File: config.mk
export PLATFORM = sky130hd
export DESIGN_NAME = dup_stream_finder
export DESIGN_NICKNAME = d
export VERILOG_FILES = /design/src/rtl/dup_stream_finder.sv
export SDC_FILE = /design/constraint.sdc
export NUM_CORES = 1
export LEC_CHECK = 0
export CORE_UTILIZATION = 35
export CTS_CLUSTER_DIAMETER = 200
export DETAILED_ROUTE_END_ITERATION = 7
export GPL_ROUTABILITY_DRIVEN = 0
export GPL_TIMING_DRIVEN = 0
export PLACE_DENSITY = 0.56
export SKIP_CTS_REPAIR_TIMING = 1
export SYNTH_ARGS = -nofsm -noshare
export SYNTH_HDL_FRONTEND = slang
export SYNTH_SLANG_ARGS = --single-unit
File: constraint.sdc
create_clock -name clk -period 4.53 [get_ports clk]
set_input_delay 0.906 -clock clk [delete_from_list [all_inputs] [get_ports clk]]
set_output_delay 0.906 -clock clk [all_outputs]
set_load 0.05 [all_outputs]
File: src/rtl/dup_stream_finder.sv
// Streaming duplicate detector: compares each accepted word against a ring-buffer history
// of unique words and registers a (dup, slot) result one cycle later, plus saturating stats.
module dup_stream_finder #(
  parameter int unsigned WIDTH = 8,
  parameter int unsigned DEPTH = 4,
  parameter int unsigned CNT_W = 8
) (
  input  logic                       clk,
  input  logic                       rst_n,
  input  logic                       clear,
  input  logic                       in_valid,
  output logic                       in_ready,
  input  logic [WIDTH-1:0]           in_data,
  output logic                       out_valid,
  input  logic                       out_ready,
  output logic [WIDTH-1:0]           out_data,
  output logic                       out_dup,
  output logic [$clog2(DEPTH)-1:0]   out_idx,
  output logic                       hist_full,
  output logic [CNT_W-1:0]           dup_count,
  output logic [CNT_W-1:0]           uniq_count
);

  localparam int unsigned IDX_W = $clog2(DEPTH);

  logic [WIDTH-1:0] hist_data_q [DEPTH];
  logic [WIDTH-1:0] hist_data_d [DEPTH];
  logic [DEPTH-1:0] hist_vld_q, hist_vld_d;
  logic [IDX_W-1:0] wptr_q, wptr_d;

  logic             out_valid_q, out_valid_d;
  logic [WIDTH-1:0] out_data_q, out_data_d;
  logic             out_dup_q, out_dup_d;
  logic [IDX_W-1:0] out_idx_q, out_idx_d;

  logic [CNT_W-1:0] dup_cnt_q, dup_cnt_d;
  logic [CNT_W-1:0] uniq_cnt_q, uniq_cnt_d;

  logic             acc;
  logic             match;
  logic [IDX_W-1:0] midx;

  assign in_ready = (!out_valid_q || out_ready) && !clear;
  assign acc      = in_valid && in_ready;

  // Lowest-index hit wins.
  always_comb begin
    match = 1'b0;
    midx  = '0;
    for (int i = 0; i < DEPTH; i++) begin
      if (!match && hist_vld_q[i] && (hist_data_q[i] == in_data)) begin
        match = 1'b1;
        midx  = IDX_W'(i);
      end
    end
  end

  always_comb begin
    hist_data_d = hist_data_q;
    hist_vld_d  = hist_vld_q;
    wptr_d      = wptr_q;
    out_valid_d = out_valid_q;
    out_data_d  = out_data_q;
    out_dup_d   = out_dup_q;
    out_idx_d   = out_idx_q;
    dup_cnt_d   = dup_cnt_q;
    uniq_cnt_d  = uniq_cnt_q;

    if (clear) begin
      hist_vld_d  = '0;
      wptr_d      = '0;
      out_valid_d = 1'b0;
      dup_cnt_d   = '0;
      uniq_cnt_d  = '0;
    end else if (acc) begin
      out_valid_d = 1'b1;
      out_data_d  = in_data;
      if (match) begin
        out_dup_d = 1'b1;
        out_idx_d = midx;
        if (dup_cnt_q != {CNT_W{1'b1}}) dup_cnt_d = dup_cnt_q + CNT_W'(1);
      end else begin
        out_dup_d           = 1'b0;
        out_idx_d           = wptr_q;
        hist_data_d[wptr_q] = in_data;
        hist_vld_d[wptr_q]  = 1'b1;
        // DEPTH is a power of two, so the natural wrap gives FIFO replacement.
        wptr_d              = wptr_q + IDX_W'(1);
        if (uniq_cnt_q != {CNT_W{1'b1}}) uniq_cnt_d = uniq_cnt_q + CNT_W'(1);
      end
    end else if (out_ready) begin
      out_valid_d = 1'b0;
    end
  end

  always_ff @(posedge clk or negedge rst_n) begin
    if (!rst_n) begin
      hist_vld_q  <= '0;
      wptr_q      <= '0;
      out_valid_q <= 1'b0;
      out_data_q  <= '0;
      out_dup_q   <= 1'b0;
      out_idx_q   <= '0;
      dup_cnt_q   <= '0;
      uniq_cnt_q  <= '0;
    end else begin
      hist_vld_q  <= hist_vld_d;
      wptr_q      <= wptr_d;
      out_valid_q <= out_valid_d;
      out_data_q  <= out_data_d;
      out_dup_q   <= out_dup_d;
      out_idx_q   <= out_idx_d;
      dup_cnt_q   <= dup_cnt_d;
      uniq_cnt_q  <= uniq_cnt_d;
    end
  end

  // Payload is qualified by hist_vld, so it needs no reset.
  always_ff @(posedge clk) begin
    hist_data_q <= hist_data_d;
  end

  assign out_valid  = out_valid_q;
  assign out_data   = out_data_q;
  assign out_dup    = out_dup_q;
  assign out_idx    = out_idx_q;
  assign hist_full  = &hist_vld_q;
  assign dup_count  = dup_cnt_q;
  assign uniq_count = uniq_cnt_q;

endmodule

Figure 1. Placement density heat map (run 1).
The die is cut into 10 by 10 equal tiles; dark blue is low, red is high, 0 to 100% covered.
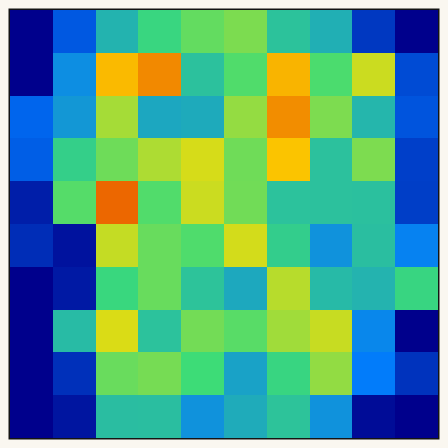
9.0% of the tiles are nearly empty. The emptiest ninth of the die: south-west. The mean over all tiles is 41%. 6.0% of the tiles are over 75% full.
core area: 0.008763 mm²
fp util: 0.3625
Final Util: 0.4530

Figure 2. Clock network drawn from the DEF (run 1).
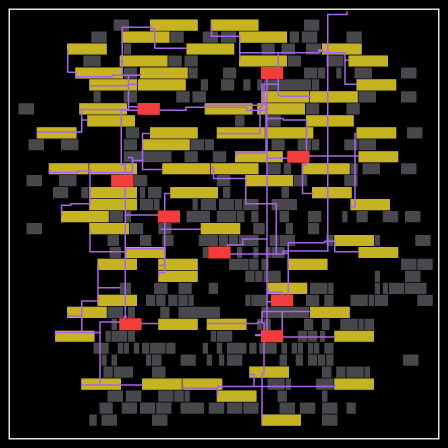
Purple shows clock wires, length 949 µm. Yellow shows flip-flops, count 66. Red shows cells driving clock nets, count 9.
There are 10 routed clock nets.
Worst-Skew Late Latency: 0.35 ns
clk pwr: 0.608 mW
power share of the clock group: 0.401
worst clock skew: 0.01113 ns

==> results_slide.txt, run 1 <==
Key Metrics from the Run

Outcome
  – Outcome: finished, final reports clean

Global routing
  – GR Util met1: 0.2111
  – All-Layer GR Usage: 0.1497
  – Largest net degree at the start of global routing: 35
  – Antenna violations before repair: 0
  – Busiest grt layer: met2

Final timing
  – Final Cycle Share: 0.8769
  – RSZ-0062 raised after global routing: no
  – Final hold vios: 0
  – Final worst path period need: 3.972 ns
  – F_max: between 0.2 and 0.3 GHz
  – Endpoints failing setup: 0
  – Worst slew pin tran: 0.8077 ns

Power
  – Sequential share of power: 0.449
  – Switching power share of the total: 0.2637
  – Max VDD drop: 0.1677 mV
  – P per Cell Area: 381.9 mW/mm²
  – Logic gate share of total power: 0.150

Layout
  – N_diodes: 0
  – Final instance area: 0.003970 mm²

Clock network
  – Sink Count: about 66
  – CTS Root Buffer Type: clkbuf_8
  – CTS tree: done

Job
  – Tool Warnings: 29

Yosys
  – Synth Area per Inst: 12.46 µm²
  – Post-synth cell types: 41
  – Mapped Cells: 255
  – Tally of yosys warning messages: 0
  – Post-Syn Area: 0.003177 mm²
  – Yosys Chip Area: 0.003177 mm²
  – Top cells by count: dfrtp_1 (34), edfxtp_1 (32), xnor2_1 (32), nand2_1 (19), nor2_1 (15)
  – Synth flops: roughly 66
  – Main area contributors: edfxtp_1 (30%), dfrtp_1 (27%), xnor2_1 (8.8%), mux2_2 (2.8%), ha_1 (2.4%)
  – Seq share, synth: 0.5703
  – Most common cell in the synthesized netlist: dfrtp_1

Die
  – Die W: 97.27 µm
  – Ports: 43
  – DIE AREA: 0.009461 mm²
  – Chip height: between 90 and 100 µm

Placement
  – HPWL after detailed placement: 4650 µm
  – Post-Place Setup Slack: ~0.52 ns

Detailed routing
  – Drt total wl: 6675 µm
  – Vias per std cell: 4.876
  – 1st-iter DRT viols: 94
  – Avg WL per Cell: 15.86 µm
  – DR DRC count: 0

Worst setup path
  – CP max FO: 10
  – Worst EP arrival: 3.07 ns
  – Startpoint Class: input port
Figure 3. Logic cells by family (run 1).
Scale bar: 20 µm.
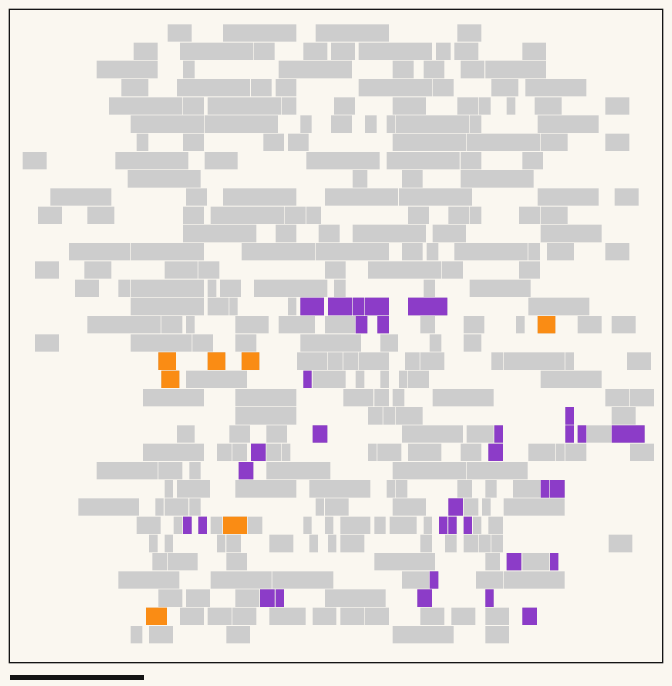
Orange shows AND-OR and OR-AND gates, cells 7. Purple shows NOR gates, cells 33.
Commonest Layout Cell: clkdlybuf4s50_1
Finished Layout Cells: 421
logic share of the area: 0.3158

[run 1: critical path: stages]
cell and delay, ns:
clkdlybuf4s50_1 0.47, clkbuf_1 0.40, buf_1 0.47, nor2_1 0.10, clkdlybuf4s50_1 0.72
[run 1: path summary, 6_finish.rpt]
| check | from | endpoint | slack (ns) | depth (start not counted) |
|---|---|---|---|---|
| worst min-delay path | out_idx[0]$_DFFE_PN0P_ | out_idx[0]$_DFFE_PN0P_ | 0.48 | 1 |
| worst max-delay path | clear | in_ready | 0.56 | 5 |
| worst max register to register | out_valid$_DFFE_PN0P_ | hist_data_q[0]$_DFFE_PP_ | 2.34 | 5 |
| max in group asynchronous | rst_n | out_dup$_DFFE_PN0P_ | 3.38 | 1 |
| min in group asynchronous | rst_n | uniq_count[4]$_DFFE_PN0P_ | 0.64 | 1 |
| worst min register to register | out_idx[0]$_DFFE_PN0P_ | out_idx[0]$_DFFE_PN0P_ | 0.48 | 1 |
[run 1: metal layers]
layer / routed length (µm) / vias up
met1: 3247 / 1000
li1: - / 999
met4: 161 / 0
met2: 3001 / 42
met3: 264 / 12
met5: 0 / -
[run 1: sequential cells by signal, indices dropped and copies added (netlist names)]
| register | flops |
|---|---|
| dup_count | 8 |
| hist_data_q | 32 |
| hist_vld_q | 4 |
| out_data | 8 |
| out_dup | 1 |
| out_idx | 2 |
| out_valid | 1 |
| uniq_count | 8 |
| wptr_q | 2 |
[run 1: per-stage QoR]
stage / utilization / power, mW
final: 0.4530 / 1.516
after global routing: 0.4530 / 1.577
after CTS: 0.4530 / 1.531
after detailed placement: 0.4253 / 0.9229
after global placement: 0.4259 / 0.9203
after floorplan: - / 0.8396
[run 1: area by class of cell]
cell class,count,area (µm²)
fill,814,4793
sequential,66,1812
multi-input combinational,167,1254
timing repair buffer,42,415.4
tap,108,135.1
clock buffer,10,127.6
clock inverter,6,115.1
buffer,17,92.59
inverter,5,18.77
[run 1: power by group through the flow]
stage	clock network [mW]	registers (mW)	logic, mW
after global routing	0.649	0.686	0.242
after global placement	0	0.693	0.227
final	0.608	0.681	0.227
after detailed placement	0	0.693	0.230
after CTS	0.619	0.681	0.230
after floorplan	0	0.759	0.0805
[run 1: cells by family (layout without fill, tap and decap cells)]
logic type,count (synthesis),count (layout),synth area share
buf+inv,22,80,0.03505
flops,66,66,0.5703
simple gates,83,83,0.1438
compound gates,24,24,0.06145
xor+xnor,32,32,0.08822
fa+ha+maj,6,6,0.02363
mux,22,22,0.07759
[run 1: layout by cell type, fill, tap and decap left out, types with 7 or more instances in the layout]
cell and instances:
nand2_1 19, buf_2 12, nor2_1 15, dfrtp_1 34, mux2i_1 7, mux2_2 8
nand3_1 9, nand4_1 7, clkbuf_8 9, and3_1 9, nor2b_1 8, edfxtp_1 32
clkdlybuf4s50_1 41, xnor2_1 32
==> run 2, diff against run 1 <==
--- a/config.mk
+++ b/config.mk
@@ -5,12 +5,13 @@
 export SDC_FILE = /design/constraint.sdc
 export NUM_CORES = 1
 export LEC_CHECK = 0
-export CORE_UTILIZATION = 35
+export CAP_MARGIN = 0
+export CORE_UTILIZATION = 59
 export CTS_CLUSTER_DIAMETER = 200
 export DETAILED_ROUTE_END_ITERATION = 7
 export GPL_ROUTABILITY_DRIVEN = 0
 export GPL_TIMING_DRIVEN = 0
-export PLACE_DENSITY = 0.56
+export PLACE_DENSITY = 0.86
 export SKIP_CTS_REPAIR_TIMING = 1
 export SYNTH_ARGS = -nofsm -noshare
 export SYNTH_HDL_FRONTEND = slang
Figure 4. Clock network drawn from the DEF (run 2).
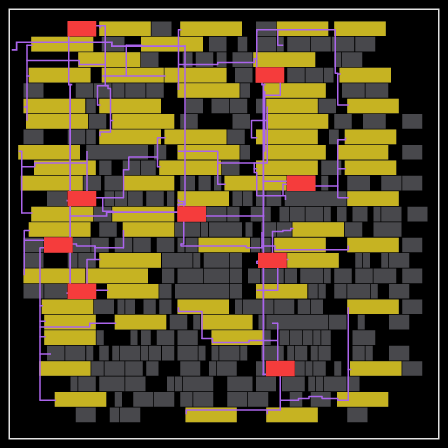
Purple shows clock wires, length 779 µm. Yellow shows flip-flops, count 66. Red shows cells driving clock nets, count 9.
There are 10 routed clock nets. Position of the flops: spread over the die.
Worst-Skew Late Latency: 0.34 ns
worst clock skew: 0.01100 ns
clk pwr: 0.596 mW
power share of the clock group: 0.396

Figure 5. Track usage over the die (run 2).
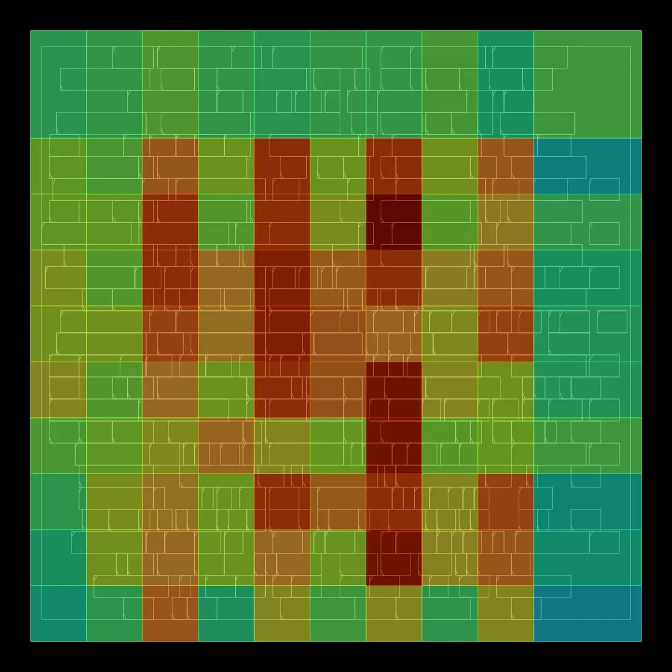
Final Util: 0.7631
busiest grt layer: met2
M2 GR Usage: 0.3879
met3 GRT Util: 0.04365
GR Util met1: 0.3476

==> results_slide.txt, run 2 <==
Key Metrics from the Run

Outcome
  – Outcome: finished, final reports clean

Die
  – Fp util: 0.6181
  – DIE AREA: between 0.005 and 0.006 mm²

Detailed routing
  – 1st-iter DRT viols: 108
  – Avg WL per Cell: 16.56 µm
  – Drt total wl: approximately 6300 µm
  – DR DRC count: 0

Yosys
  – Yosys Chip Area: 0.003177 mm²
  – Seq share, synth: 0.5703
  – Synth Area per Inst: between 10 and 15 µm²
  – Tally of yosys warning messages: 0
  – Synth flops: around 66

Worst setup path
  – Worst EP arrival: 3.02 ns
  – Levels on crit path: 5
  – Critical path's slowest cell: clkdlybuf4s50_1
  – CP max FO: 10
  – Peak per-stage delay on the critical path: 0.71 ns
  – Critical path origin: clear
  – Worst r2r src: out_valid$_DFFE_PN0P_
  – Worst Reg-to-Reg Cells: 5

Final timing
  – Endpoints failing setup: 0
  – F_max: 0.2549 GHz
  – Worst slew pin tran: 0.7664 ns
  – Final hold vios: 0

Power
  – P per Cell Area: 383.7 mW/mm²
  – Switching power share of the total: 0.2582
  – Sequential share of power: 0.453

Global routing
  – All-Layer GR Usage: 0.2505
  – Largest net degree at the start of global routing: 35

Layout
  – Largest Register: hist_data_q
  – Max FFs per register: 32
run 2: cell counts in the layout (fill, tap and decap cells not counted):
Identical to the previous run, type by type.
run 2: worst min path at each step:
stage,from,cells after the start,slack (ns),end
2_1_floorplan,hist_vld_q[0]$_DFFE_PN0P_,1,0.46,hist_vld_q[0]$_DFFE_PN0P_
3_3_place_gp,out_idx[0]$_DFFE_PN0P_,1,0.46,out_idx[0]$_DFFE_PN0P_
3_5_place_dp,out_idx[0]$_DFFE_PN0P_,1,0.47,out_idx[0]$_DFFE_PN0P_
4_1_cts,out_idx[0]$_DFFE_PN0P_,1,0.49,out_idx[0]$_DFFE_PN0P_
5_1_grt,out_idx[1]$_DFFE_PN0P_,2,0.51,out_idx[1]$_DFFE_PN0P_
6_report,out_idx[0]$_DFFE_PN0P_,1,0.48,out_idx[0]$_DFFE_PN0P_
run 2: cell type report:
type | instances | area (µm²)
inverters | 5 | 18.77
repair buffers | 42 | 415.4
multi-input cells | 167 | 1254
well taps | 70 | 87.58
flip-flops and latches | 66 | 1812
plain buffers | 17 | 92.59
clock inverters | 6 | 115.1
clock buffers | 10 | 127.6
fillers | 353 | 1217
run 2: per-layer routing:
layer  track usage  vias up  share of wire
met4        0.1193        0          0.021
met3       0.04365       14          0.038
li1              -     1011              -
met1        0.3476     1050           0.46
met2        0.3879       51           0.48
met5             0        -              0
run 2: power by group through the flow:
stage / registers, mW / logic (mW) / clock network [mW]
3_3_place_gp: 0.692 / 0.223 / 0
4_1_cts: 0.682 / 0.229 / 0.603
3_5_place_dp: 0.694 / 0.227 / 0
6_report: 0.682 / 0.227 / 0.596
5_1_grt: 0.686 / 0.243 / 0.625
2_1_floorplan: 0.759 / 0.0805 / 0
run 2: cell families after synthesis:
group | synth area share
simple gates | 0.1438
flops | 0.5703
xor+xnor | 0.08822
compound gates | 0.06145
buf+inv | 0.03505
mux | 0.07759
fa+ha+maj | 0.02363
run 2: metrics by stage:
step             util  cell area [µm²]  std cells
4_1_cts        0.7631             3923        383
5_1_grt        0.7631             3923        383
6_report       0.7631             3923        383
3_5_place_dp   0.7159             3680        367
2_1_floorplan       -             3177        255
3_3_place_gp   0.7169             3685        367
Power figures rest on the tool's default switching activity, not on a simulated workload.
